==> config.mk <==
export PLATFORM = sky130hd
export DESIGN_NAME = mem_bridge
export DESIGN_NICKNAME = d
export VERILOG_FILES = /design/src/rtl/srp16_pkg.sv /design/src/rtl/mem_slot_timer.sv /design/src/rtl/mem_bridge.sv
export SDC_FILE = /design/constraint.sdc
export NUM_CORES = 1
export LEC_CHECK = 0
export CORE_MARGIN = 3
export CORE_UTILIZATION = 40
export DETAILED_ROUTE_END_ITERATION = 12
export HOLD_SLACK_MARGIN = 0.12
export PLACE_DENSITY = 0.66
export REMOVE_ABC_BUFFERS = 1
export SLEW_MARGIN = 10
export SYNTH_ARGS = -nofsm -noshare
export SYNTH_HDL_FRONTEND = slang
export SYNTH_SLANG_ARGS = --single-unit
==> constraint.sdc <==
create_clock -name clk -period 2.9 [get_ports clk]
set_clock_uncertainty 0.2 [all_clocks]
set_input_delay 0.725 -clock clk [delete_from_list [all_inputs] [get_ports clk]]
set_output_delay 0.725 -clock clk [all_outputs]
set_load 0.005 [all_outputs]
Fig. 1: routing congestion
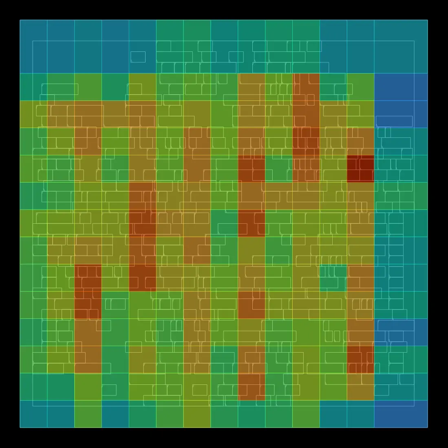
Routed WL per cell: 15.7 um
GR Util met3: 4.43%
Final Util: 54.8%
GRT met2 Usage: 26.6%
most used routing layer: met2

Fig. 2: M2 wires
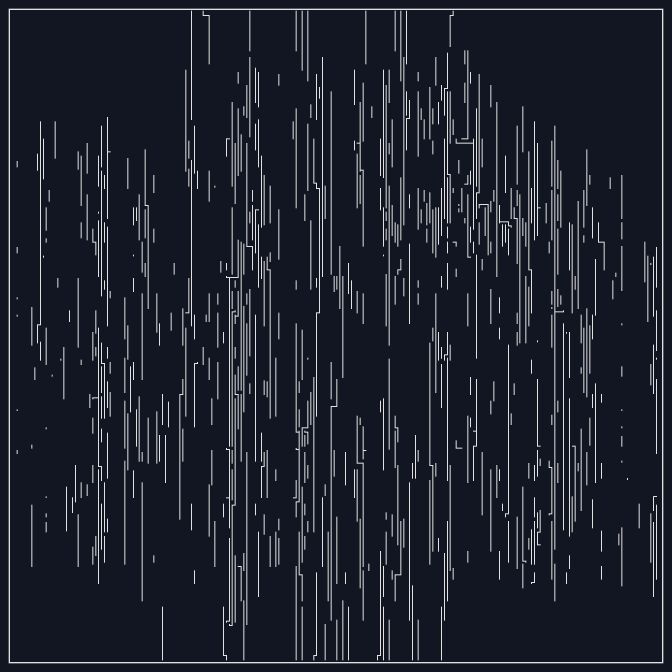
share of all routed wire	48%
nets with wire on the layer	394
wire length on this layer	3,890 um
main direction	vertical
DR vias: 2,669
final wirelength: 8.19 mm

==> out/results.txt <==
status -> complete, no violations
Post CTS Setup Buffer Count -> 0
Slowest Stage Delay on Critical Path -> 480 ps
Syn Area/Cell -> 11.8 um^2
Worst-Margin Slew -> 976 ps
non-filler cells, final -> 522
CP endpoint kind -> flip-flop
largest power group -> combinational logic
top cells, area -> dfrtp_1 50%, mux2_2 7.7%, o21ai_2 5.1%
Flop pwr share -> 37.6%
Seq cells -> 76
Distinct cells, synth -> 46
Clock Latency Late Sink -> 340 ps
Area leader share -> 50.3%
# IOs -> 89
Mapped Area -> 3780 um^2
drc violations -> 0
clk sink count -> 76
inverters -> 7
Commonest Layout Cell -> clkdlybuf4s50_1
Sequential Area -> 1900 um^2
flop share of the area -> 38.8%
clock buf count -> 10
crit path DRT -> 2970 ps
CTS tree -> done
Clock Network Area Fraction -> 3.22%
ANT cells -> 0
Final min period -> 2550 ps
nets@finish -> 462
worst hold path type -> reg -> reg
Max clock buf depth -> 2
largest net degree at the start of global routing -> 77
most frequent cells in the layout -> 87 x clkdlybuf4s50_1, 76 x dfrtp_1, 30 x nand2_1
Power Sequential -> 2.02 mW
vias in the first global route -> 2,728
Fin. Hold Viols -> 0
FF-to-FF path depth -> 8
HPWL after DPL -> 5.97 mm
P_sw -> 2.02 mW
P per Cell Area -> 1100 nW/um^2
setup violators final -> 0
die width -> 103 um
clock share of power -> 12.7%
fillers -> 816
H-tree levels -> 3
kind of critical path -> reg -> reg
cts bufs inserted -> 9
CP Max Fanout -> 14
Die Size -> 10,700 um^2
Slew Viols, Final -> 0
Comb pwr share -> 49.7%
unrepaired setup endpoints after global routing -> false
Worst-path clk slew -> 80 ps
worst path cell trace -> inv_1 > ha_1 > and4bb_4 > and3_4 > o21ai_4 > buf_4 > nand2_2 > o21ai_2
Post-synth seq share -> 50.3%
maximum VDD drop -> 476 uV
met1 usage -> 21.4%
WL met1 -> 3.70 mm
Resized Gates After CTS -> 0
logic area -> 1730 um^2
worst hold stages -> 2
Top Layer Used -> met4
async set-reset flop share out of synthesis -> 100%
comb pwr -> 2.67 mW
Post-synth regs -> 76
sw frac -> 37.7%
# Taps -> 108
antenna-violating nets left -> 0
area leader, netlist -> dfrtp_1
layout cell share with drive strength beyond 1 -> 24.4%
total power -> 5.37 mW
logic share of the area -> 35.4%
Root Driver -> clkbuf_8
port bufs -> 88
FMAX -> 0.393 GHz
number of enable flip-flop cells -> 0
vertical die size -> 103 um
Max Cap Viol -> 0
Synth Instances -> 321
Area growth, synth to finish -> 29.5%
Power Internal -> 3.35 mW
routed wl met2 -> 3.89 mm
tool warnings -> 29
cell depth of the worst setup path -> 8
Synth Warn # -> 0
hold buffers post-CTS -> 0
number of logic gates -> 223
global-route usage over all layers -> 16.3%
flop-to-flop setup slack -> 350 ps
total grt overflow -> 0
dominant synthesized flop cell -> dfrtp_1
Std-Cell Rows -> 34
CP max-delay cell -> o21ai_4
Power Clock -> 0.681 mW
count of non-CTS buffers in the layout -> 93
core area -> 8930 um^2
crit path DAT -> 2620 ps
Pre-antenna DRT Iters -> 4
Yosys Chip Area -> 3780 um^2
met3 routed WL -> 519 um
Yosys Instances -> 321
post-DR vias/cell -> 5.11
-- worst register-to-register path, cell delays in order, from the launching register on --
cell and delay [ps]:
dfrtp_1 430, inv_1 100, ha_1 370, and4bb_4 250, and3_4 190, o21ai_4 480, buf_4 340, nand2_2 80
o21ai_2 50
-- through the flow --
| step | setup slack (ps) | setup TNS, ps | hold slack (ps) | area (um^2) |
|---|---|---|---|---|
| floorplan | -640 | -28720 | 229 | 3660 |
| global placement | 384 | 0 | 266 | 4740 |
| detailed placement | 353 | 0 | 269 | 4740 |
| CTS | 347 | 0 | 286 | 4900 |
| global route | 208 | 0 | 304 | 4900 |
| finish | 354 | 0 | 279 | 4900 |
-- cell families after synthesis --
| logic type | Yosys count | share of synthesized area (%) |
|---|---|---|
| fa+ha+maj | 7 | 2.32 |
| simple gates | 93 | 13.6 |
| xor+xnor | 16 | 3.71 |
| flops | 76 | 50.3 |
| compound gates | 54 | 11.0 |
| buf+inv | 22 | 3.97 |
| mux | 53 | 15.2 |
-- synth_stat cells (2+ instances only) --
| cell type | instances |
|---|---|
| nand4_1 | 5 |
| inv_1 | 7 |
| nand2_2 | 22 |
| o21ai_1 | 3 |
| and3_1 | 2 |
| mux2i_1 | 19 |
| o21ai_0 | 14 |
| buf_2 | 6 |
| nand3b_1 | 2 |
| mux2_2 | 26 |
| nor2_1 | 10 |
| xor2_1 | 10 |
| clkbuf_1 | 5 |
| o31ai_1 | 3 |
| nor3_1 | 2 |
| nand3_1 | 7 |
| mux2_1 | 8 |
| dfrtp_1 | 76 |
| nand2_1 | 30 |
| ha_1 | 7 |
| nor2b_1 | 3 |
| o21ai_2 | 22 |
| nor4_2 | 2 |
| buf_12 | 3 |
| xnor2_1 | 6 |
Power figures rest on the tool's default switching activity, not on a simulated workload.
